## src/rtl/mips_hz_pkg.sv

```systemverilog
// Shared types for the MIPS hazard controller: forwarding codes, FSM states and the
// source/destination match used by every producer comparison.
package mips_hz_pkg;

    localparam int HZ_MAX_AW = 8;

    typedef logic [HZ_MAX_AW-1:0] hz_reg_t;

    typedef enum logic [1:0] {
        FWD_REG = 2'd0,
        FWD_EX  = 2'd1,
        FWD_MEM = 2'd2,
        FWD_WB  = 2'd3
    } fwd_t;

    typedef enum logic [1:0] {
        RUN   = 2'd0,
        STALL = 2'd1,
        FLUSH = 2'd2
    } hz_state_t;

    // $0 is hard-wired zero, so it never produces a dependency.
    function automatic logic reg_match(input hz_reg_t src, input logic src_rd,
                                       input hz_reg_t dst, input logic dst_wr);
        return src_rd && dst_wr && (src != '0) && (src == dst);
    endfunction

endpackage

```

## src/rtl/hazard_fwd_unit.sv

```systemverilog
// Per-operand dependency check: raises hazard when the ID source must wait and picks
// the EX-operand forwarding source. HAZARD_FWD_EN selects forwarding vs. full interlock.
module hazard_fwd_unit
    import mips_hz_pkg::*;
#(
    parameter int REG_AW = 5
) (
    input  logic [REG_AW-1:0] src,
    input  logic              src_rd,
    input  logic [REG_AW-1:0] ex_wreg,
    input  logic              ex_regwrite,
    input  logic              ex_memread,
    input  logic [REG_AW-1:0] mem_wreg,
    input  logic              mem_regwrite,
    input  logic [REG_AW-1:0] wb_wreg,
    input  logic              wb_regwrite,
    output logic              hazard,
    output logic [1:0]        fwd
);

    logic hit_ex;
    logic hit_mem;
    logic hit_wb;

    assign hit_ex  = reg_match(hz_reg_t'(src), src_rd, hz_reg_t'(ex_wreg),  ex_regwrite);
    assign hit_mem = reg_match(hz_reg_t'(src), src_rd, hz_reg_t'(mem_wreg), mem_regwrite);
    assign hit_wb  = reg_match(hz_reg_t'(src), src_rd, hz_reg_t'(wb_wreg),  wb_regwrite);

`ifdef HAZARD_FWD_EN
    // Only a load in EX cannot be bypassed; its data appears one stage later.
    assign hazard = hit_ex && ex_memread;

    always_comb begin
        fwd = FWD_REG;
        if (hit_ex)       fwd = FWD_EX;
        else if (hit_mem) fwd = FWD_MEM;
        else if (hit_wb)  fwd = FWD_WB;
    end
`else
    logic unused_memread;

    // Register file is not write-through, so any in-flight writer blocks the read.
    assign unused_memread = ex_memread;
    assign hazard         = hit_ex || hit_mem || hit_wb;
    assign fwd            = FWD_REG;
`endif

endmodule

```

## src/rtl/hazard_ctrl.sv

```systemverilog
// Hazard/sequencing controller for the 5-stage MIPS pipe: stall FSM, hold/bubble/flush
// drive, EX forwarding selects and stall/redirect counters. Build option: HAZARD_FWD_EN.
//
//  state | meaning
//  RUN   | normal issue, no hold active last cycle
//  STALL | ID held with a bubble into EX last cycle
//  FLUSH | cycle after a redirect; ID/EX/MEM hold bubbles, detection masked
module hazard_ctrl
    import mips_hz_pkg::*;
#(
    parameter int REG_AW = 5,
    parameter int CNT_W  = 16
) (
    input  logic              CLK,
    input  logic              RST,
    input  logic [REG_AW-1:0] id_rs,
    input  logic [REG_AW-1:0] id_rt,
    input  logic              id_use_rs,
    input  logic              id_use_rt,
    input  logic [REG_AW-1:0] ex_wreg,
    input  logic              ex_regwrite,
    input  logic              ex_memread,
    input  logic [REG_AW-1:0] mem_wreg,
    input  logic              mem_regwrite,
    input  logic [REG_AW-1:0] wb_wreg,
    input  logic              wb_regwrite,
    input  logic              mem_redirect,
    output logic              pc_hold,
    output logic              ifid_hold,
    output logic              idex_bubble,
    output logic              flush,
    output logic [1:0]        fwd_a,
    output logic [1:0]        fwd_b,
    output logic [1:0]        state,
    output logic [CNT_W-1:0]  stall_cycles,
    output logic [CNT_W-1:0]  flush_events
);

    hz_state_t cur_st;
    hz_state_t nxt_st;
    logic      haz_a;
    logic      haz_b;
    logic      hazard;

    hazard_fwd_unit #(.REG_AW(REG_AW)) u_fwd_a (
        .src          (id_rs),
        .src_rd       (id_use_rs),
        .ex_wreg      (ex_wreg),
        .ex_regwrite  (ex_regwrite),
        .ex_memread   (ex_memread),
        .mem_wreg     (mem_wreg),
        .mem_regwrite (mem_regwrite),
        .wb_wreg      (wb_wreg),
        .wb_regwrite  (wb_regwrite),
        .hazard       (haz_a),
        .fwd          (fwd_a)
    );

    hazard_fwd_unit #(.REG_AW(REG_AW)) u_fwd_b (
        .src          (id_rt),
        .src_rd       (id_use_rt),
        .ex_wreg      (ex_wreg),
        .ex_regwrite  (ex_regwrite),
        .ex_memread   (ex_memread),
        .mem_wreg     (mem_wreg),
        .mem_regwrite (mem_regwrite),
        .wb_wreg      (wb_wreg),
        .wb_regwrite  (wb_regwrite),
        .hazard       (haz_b),
        .fwd          (fwd_b)
    );

    assign hazard = haz_a || haz_b;
    assign state  = cur_st;

    always_ff @(posedge CLK) begin
        if (RST) cur_st <= RUN;
        else     cur_st <= nxt_st;
    end

    always_comb begin
        nxt_st = RUN;
        case (cur_st)
            FLUSH:   nxt_st = RUN;
            default: begin
                if (mem_redirect) nxt_st = FLUSH;
                else if (hazard)  nxt_st = STALL;
            end
        endcase
    end

    // In FLUSH both ID and MEM hold bubbles, so neither hazards nor redirects are real.
    always_comb begin
        pc_hold     = 1'b0;
        ifid_hold   = 1'b0;
        idex_bubble = 1'b0;
        flush       = 1'b0;
        if (cur_st != FLUSH) begin
            if (mem_redirect) begin
                flush = 1'b1;
            end else if (hazard) begin
                pc_hold     = 1'b1;
                ifid_hold   = 1'b1;
                idex_bubble = 1'b1;
            end
        end
    end

    always_ff @(posedge CLK) begin
        if (RST) begin
            stall_cycles <= '0;
            flush_events <= '0;
        end else begin
            if (idex_bubble && (stall_cycles != {CNT_W{1'b1}}))
                stall_cycles <= stall_cycles + CNT_W'(1);
            if (flush && (flush_events != {CNT_W{1'b1}}))
                flush_events <= flush_events + CNT_W'(1);
        end
    end

endmodule

```

## config.mk

```make
export PLATFORM = sky130hd
export DESIGN_NAME = hazard_ctrl
export DESIGN_NICKNAME = d
export VERILOG_FILES = /design/src/rtl/mips_hz_pkg.sv /design/src/rtl/hazard_fwd_unit.sv /design/src/rtl/hazard_ctrl.sv
export SDC_FILE = /design/constraint.sdc
export NUM_CORES = 1
export LEC_CHECK = 0
export ABC_CLOCK_PERIOD_IN_PS = 3700
export CORE_ASPECT_RATIO = 1.5
export CORE_MARGIN = 5
export CORE_UTILIZATION = 46
export DETAILED_ROUTE_END_ITERATION = 8
export GPL_ROUTABILITY_DRIVEN = 1
export PLACE_DENSITY = 0.91
export SYNTH_ARGS = -nofsm -noshare
export SYNTH_HDL_FRONTEND = slang
export SYNTH_HIERARCHICAL = 1
export SYNTH_SLANG_ARGS = --single-unit
```

## constraint.sdc

```tcl
create_clock -name CLK -period 3.7 [get_ports CLK]
set_clock_uncertainty 0.2 [all_clocks]
set_input_delay 0.74 -clock CLK [delete_from_list [all_inputs] [get_ports CLK]]
set_output_delay 0.74 -clock CLK [all_outputs]
set_load 0.01 [all_outputs]
```

Run 1, wire density map:
Bar = 20 microns. The die is cut into 13 by 19 equal tiles; black is low, pale yellow is high, scaled to the fullest tile. Values are wire area over tile area, all layers added.
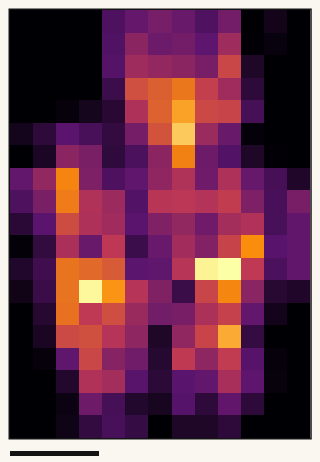
- densest ninth of the die: top middle
- mean over tiles: 0.16
- fullest tile: 0.62
- emptiest ninth of the die: top left
- nearly empty tiles: 24%
- tiles over half the peak: 17%
GR Util All Layers: 20.6%
routed wire length: 6550 microns
DR WL/cell: 15.6 microns

Run 1, cells colored by class:
Fill, decap, tap and diode cells in gray.
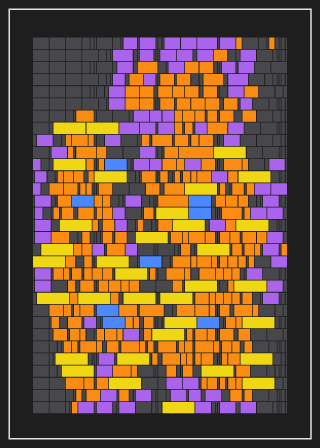
- other buffers and delay cells: purple (cells 84)
- clock drivers and dummy loads: blue (cells 8)
- flip-flops: yellow (cells 34)
- all other logic: orange (cells 228)

Run 1, register map, names as in the netlist:
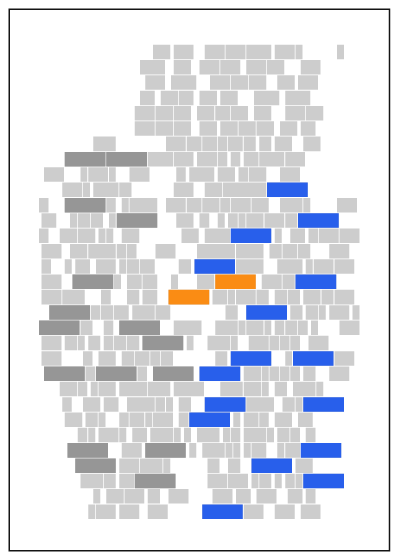
- state: orange (placed flops 2)
- flush_events: blue (placed flops 16)
- not colored: 16

==> impl_metrics.toml, run 1 <==
# generated from flow reports
[floorplanning]
die_y_microns = 95.8
die-area_sq_um = 6440
core_sq_um = 4810
placementRows = 31
io_pins = 76
fp-utilization_pct = 47.0

[worst_setup_path]
cp_common_cell = "or4_4"
ff2ff_path_depth = 5
cp-start-kind = "primary input"
cp_slowest_stage_delay_ps = 510
critical-path-top-delay-family = "simple AND/OR/NAND/NOR gates"
worstSetupStartpoint = "wb_wreg[1]"
crit_cells = 10
rr_startpoint = "stall_cycles[1]"
criticalPathCategory = "primary input to flop"
crit_buf_inv = 2
crit_arrival_ps = 3590
cp.required_ps = 3680
cp-endpoint = "stall_cycles[14]"
path_cells = "clkdlybuf4s50_1 > xor2_1 > nor4_1 > nand3_1 > a31oi_4 > o21bai_4 > buf_4 > or4_4 > or4_4 > mux2_4"
regToRegSetupSlack_ps = 1200
r2r_end = "stall_cycles[9]"
path_max_fanout = 3
cp-end-kind = "flop"

[yosys]
synth_cell_types = 46
netlist_area_sq_um = 2260
flop_cell = "dfxtp_1"
ys_cells = 273
synth_warnings = 6
synthesis.instances = 273
ys_seq_share_pct = 30.1
synth-edff-count = 0
synth_flops = 34
synth_chip_area_sq_um = 2260

[status]
status = "finished, final reports clean"

[clock_network]
clock_sinks = 34
cts_hold_buffers = 0
clock_latency_ps = 290
cts_tree = "built"
cts_buffers = 5
cts_buffer_depth = 2
clkTransAtPathRegs_ps = 70
post_cts_buffers = 0
ctsResizeCount = 9
root_buffer = "clkbuf_8"

[finish]
layout.nets = 389
syn_to_final_growth_pct = 42.5
final_core_util_pct = 66.9
layout_top_cell = "clkdlybuf4s50_1"
diodes = 0
n_fill_cell = 416
lay_top_cells = "clkdlybuf4s50_1 (60), dfxtp_1 (34), xor2_1 (24)"
final_layout_size_suffix_gt1_share_pct = 14.1
regArea_sq_um = 681

[global_route]
grt_overflow = 0
grt_pass1_wl_microns = 10500
grt_pass1_vias = 2370
grt_max_degree = 49

[job]
warnings = 28
maxCapViolCount = 0

[min_path]
hold_path_end = "flush_events[10]"
worstHoldStart = "flush_events[10]"
hold_path_class = "flop to flop"
whs_path_depth = 2

[sta]
setup_violations = 0
tightestPinTransition_ps = 972
maxSlewHeadroom_pct = 34.6
period_used_pct = 97.5
final.setup.tns_ps = 0
finalHoldViolCount = 0

[pwr]
intPower_uw = 625
clkPwrFrac_pct = 39.4
powerDensity_nw_per_um2 = 259
switchingPower_uw = 208
leakagePower_nw = 1.13
netSwitchingFraction_pct = 25.0
p_total_uw = 834
peakVddDrop_mv = 0.217
power_frac_comb_pct = 15.9

[place]
io_buffer_count = 70
hpwl_microns = 4890
gp_congestion = 0.882

[routing]
antenna_left = 0
firstDrtPassIters = 4
drc = 0
viasPerCell = 5.77
[run 1: kinds of logic after synthesis]
group	after synthesis	share of synthesized area [%]
AND/OR/NAND/NOR	117	28.8
AND-OR/OR-AND	47	14.8
flip-flops	34	30.1
XOR/XNOR	30	11.6
buffers and inverters	25	5.15
multiplexers	16	8.03
adder cells (fa/ha/maj)	2	1.11
other	2	0.332
[run 1: registers in the layout, summed over array words and instances (netlist names)]
register / flops
stall_cycles: 16
state: 2
flush_events: 16
[run 1: power groups by stage]
stage,clock (mW),combinational [mW],sequential (mW)
after floorplan,0,0.0564,0.382
after global placement,0,0.124,0.381
after detailed placement,0,0.128,0.381
after CTS,0.330,0.130,0.373
after global routing,0.349,0.140,0.373
final,0.328,0.133,0.373
[run 1: through the flow]
stage | std cells | cell area [sq um] | hold WS [ps] | setup slack, ps
4_1_cts | 420 | 3210 | 304 | -10.7
6_report | 420 | 3220 | 305 | 93.0
3_5_place_dp | 412 | 3080 | 289 | -348
3_3_place_gp | 412 | 3080 | 279 | -340
5_1_grt | 420 | 3220 | 324 | -13.0
2_1_floorplan | 275 | 2270 | 303 | 451
[run 1: cells in the mapped netlist, types with 2 or more instances]
| library cell | count | area, sq um |
|---|---|---|
| o311ai_0 | 3 | 26.3 |
| a31oi_1 | 7 | 43.8 |
| mux2_2 | 13 | 146 |
| nand4_1 | 6 | 37.5 |
| a2111oi_0 | 2 | 17.5 |
| a41oi_1 | 2 | 17.5 |
| nor3_1 | 8 | 40.0 |
| nand3_1 | 16 | 80.1 |
| inv_1 | 12 | 45.0 |
| nand2b_1 | 3 | 18.8 |
| ha_1 | 2 | 25.0 |
| a21oi_1 | 11 | 55.1 |
| o31ai_1 | 3 | 22.5 |
| o41ai_1 | 3 | 26.3 |
| a311oi_1 | 2 | 17.5 |
| clkbuf_1 | 6 | 22.5 |
| dfxtp_1 | 34 | 681 |
| xor2_1 | 24 | 210 |
| mux2i_1 | 2 | 20.0 |
| conb_1 | 2 | 7.51 |
| buf_4 | 6 | 45.0 |
| nand2_1 | 17 | 63.8 |
| or4_1 | 8 | 60.1 |
| o21ai_1 | 2 | 10.0 |
| nor2b_1 | 12 | 75.1 |
| o21ai_0 | 3 | 15.0 |
| nor4_1 | 11 | 68.8 |
| nor4_2 | 2 | 25.0 |
| nor2_1 | 22 | 82.6 |
| and3_1 | 2 | 12.5 |
| a211oi_1 | 5 | 37.5 |
| xnor2_1 | 6 | 52.6 |
| or4_4 | 2 | 22.5 |
| or3_1 | 2 | 12.5 |
[run 1: metal layers]
layer	up-vias	track usage, %	share of wire, %
met5	-	0	0
met4	0	7.78	2.6
met3	15	3.15	5.1
met2	83	37.8	54
met1	1163	23.3	38
li1	1163	-	-
[run 1: layout make-up]
class / count / share of cell area, %
tap: 66 / 2.57
timing repair buffer: 84 / 24.8
inverter: 12 / 1.40
sequential: 34 / 21.1
multi-input combinational: 216 / 46.7
clock buffer: 8 / 3.42
[run 1: worst reg2reg max path, stage by stage, from the launching register on]
cell and delay [ps]:
dfxtp_1 400, ha_1 280, nand2_1 140, nor4_1 850
a2111oi_1 220, mux2_2 310
==> run 1 -> run 2 <==
--- a/config.mk
+++ b/config.mk
@@ -5,13 +5,14 @@
 export SDC_FILE = /design/constraint.sdc
 export NUM_CORES = 1
 export LEC_CHECK = 0
-export ABC_CLOCK_PERIOD_IN_PS = 3700
+export ABC_CLOCK_PERIOD_IN_PS = 3600
 export CORE_ASPECT_RATIO = 1.5
 export CORE_MARGIN = 5
-export CORE_UTILIZATION = 46
+export CORE_UTILIZATION = 30
 export DETAILED_ROUTE_END_ITERATION = 8
 export GPL_ROUTABILITY_DRIVEN = 1
-export PLACE_DENSITY = 0.91
+export PLACE_DENSITY = 0.67
+export RECOVER_POWER = 50
 export SYNTH_ARGS = -nofsm -noshare
 export SYNTH_HDL_FRONTEND = slang
 export SYNTH_HIERARCHICAL = 1
==> constraint.sdc (replaced) <==
create_clock -name CLK -period 3.6 [get_ports CLK]
set_clock_uncertainty 0.2 [all_clocks]
set_input_delay 0.72 -clock CLK [delete_from_list [all_inputs] [get_ports CLK]]
set_output_delay 0.72 -clock CLK [all_outputs]
set_load 0.01 [all_outputs]
Run 2, cells colored by class:
Fill, decap, tap and diode cells in gray.
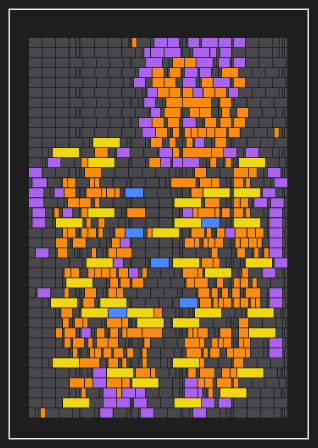
Seq/total area: 20.7%
Core Area: 7270 sq um
FP Rows: 38
post-route cell area: 3280 sq um
Final Util: 45.1%

==> impl_metrics.toml, run 2 <==
# generated from flow reports
[yosys]
synthesis.instances = 273
synth_cell_types = 46
largest_area_cell = "dfxtp_1"
netlist_top_cells_count = "dfxtp_1 (34), xor2_1 (24), nor2_1 (22), nand2_1 (17), nand3_1 (16)"
ys_cells = 273
netlist_area_sq_um = 2260
top_area_share_pct = 30.1
synth_warnings = 6
synthArstFlopShare_pct = 0
ys_seq_share_pct = 30.1
flop_cell = "dfxtp_1"
avgSynthCellArea_sq_um = 8.28
synth-edff-count = 0
yosysMostFrequentCell = "dfxtp_1"
synth_flops = 34
area_leaders = "dfxtp_1 (30%), xor2_1 (9.3%), mux2_2 (6.5%), nor2_1 (3.7%), nand3_1 (3.5%)"
synth_chip_area_sq_um = 2260

[worst_setup_path]
cp.required_ps = 3570
crit_arrival_ps = 3520
path_max_fanout = 4
cp-start-kind = "primary input"
cp-end-kind = "flop"
rr_startpoint = "stall_cycles[1]"
worstSetupStartpoint = "id_rt[0]"
criticalPathCategory = "primary input to flop"

[global_route]
grt_usage_pct = 14.0
grt_max_degree = 19
antenna_found_initial = 1
grt_pass1_wl_microns = 10500
grt_pass1_vias = 2370
grt_overflow = 0

[place]
gp_congestion = 0.823
placed_area_sq_um = 3150
io_buffer_count = 70
hpwl_microns = 5310

[job]
maxCapViolCount = 0
warnings = 27

[pwr]
leakagePower_nw = 1.27
peakVddDrop_mv = 0.202
powerDensity_nw_per_um2 = 242

[clock_network]
cts_hold_buffers = 0
cts_buffers = 5
cts_tree = "built"
clock_latency_ps = 280
cts_buffer_depth = 2
htree_levels = 2
clock_sinks = 34
clkTransAtPathRegs_ps = 70
post_cts_buffers = 0
root_buffer = "clkbuf_8"

[finish]
n_fill_cell = 750
syn_to_final_growth_pct = 45.3
layout.nets = 392
final_layout_size_suffix_gt1_share_pct = 15.5
layout_top_cell = "dfxtp_1"
combGateArea_sq_um = 1520
lay_top_cells = "dfxtp_1 (34), dlygate4sd3_1 (30), xor2_1 (24)"

[sta]
tightestPinTransition_ps = 1040
finalHoldViolCount = 0
rsz0062_at_grt = "no"
maxSlewHeadroom_pct = 29.8
slew_viol_final = 0
fmax_mhz = 281
post-route-min-period_ps = 3550
final.setup.tns_ps = 0
period_used_pct = 98.7
setup_violations = 0

[floorplanning]
die-area_sq_um = 9400
die_y_microns = 116
fp-utilization_pct = 31.1
die_w_microns = 80.9
io_pins = 76

[routing]
highest_layer = "met4"
viasPerCell = 5.22
wl_met1_microns = 2600
vias = 2381
wl_met2_microns = 3680
drt-initial-drc-count = 65
antenna_left = 0
firstDrtPassIters = 4
met3WireLength_microns = 203
routedWlPerCell_microns = 14.8
drt-total-wl_microns = 6740
drc = 0

[status]
status = "finished, final reports clean"

[min_path]
hold_path_class = "flop to flop"
worstHoldStart = "flush_events[10]"
Run 2, register map, names as in the netlist:
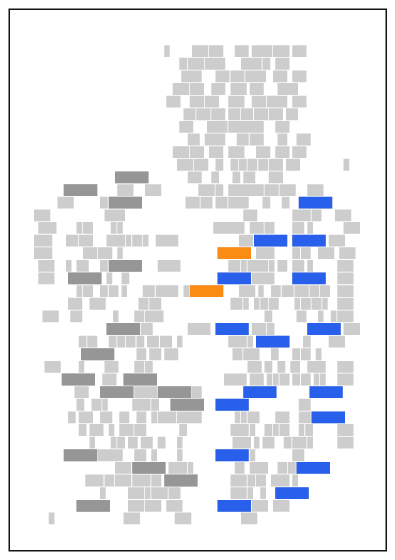
- flush_events: blue (placed flops 16)
- state: orange (placed flops 2)
register area: 681 sq um
Flop+latch power: 383 uW

## run 2: cell counts after synthesis
Identical to the previous run, type by type.
## run 2: final timing paths
path	cells past startpoint	slack [ps]	endpoint
worst max-delay path	11	50	stall_cycles[14]
worst min-delay path	2	310	flush_events[10]
worst max register to register	5	1040	stall_cycles[15]
worst min register to register	2	310	flush_events[10]
## run 2: kinds of logic after synthesis
kind of cell	synth area share [%]
AND/OR/NAND/NOR	28.8
adder cells (fa/ha/maj)	1.11
multiplexers	8.03
flip-flops	30.1
AND-OR/OR-AND	14.8
XOR/XNOR	11.6
buffers and inverters	5.15
other	0.332
## run 2: stage by stage
step	hold WS, ps	power [mW]	setup WS, ps	instances
4_1_cts	303	0.807	5.53	455
3_3_place_gp	280	0.523	-452	449
2_1_floorplan	303	0.450	371	275
3_5_place_dp	292	0.526	-531	449
5_1_grt	344	0.832	4.12	456
6_report	306	0.795	46.6	456
## run 2: power by group
group	internal [mW]	leakage [nW]	switching, mW	total [mW]
registers	0.379	0.274	0.00383	0.383
logic	0.0658	0.953	0.0653	0.131
clock network	0.148	0.0431	0.133	0.281
## run 2: what timing repair did
item	4_1_cts	5_1_grt
pin swaps	9	16
endpoints found under the setup margin	10	7
resized	24	18
## run 2: area by class of cell
class	count	area share [%]
repair buffers	87	25.1
well taps	100	3.81
clock buffers	6	2.52
inverters	12	1.37
multi-input cells	216	46.4
flip-flops and latches	34	20.7
diodes	1	0.0762
## run 2: metal layers
layer  vias to the layer above  GRT usage, %
met4                         0          7.89
met2                        69          26.3
li1                       1172             -
met1                      1116          14.4
met5                         -             0
met3                        24          2.24
## run 2: critical path: stages
cell and delay, ps:
dlygate4sd2_1 270, buf_4 150, xor2_1 160, nor4_2 300
nand3_1 160, a31oi_4 210, o21bai_4 90, buf_4 140
or4_4 510, or4_4 490, mux2_4 300
No activity file was given, so power comes from the tool's default toggle rates.
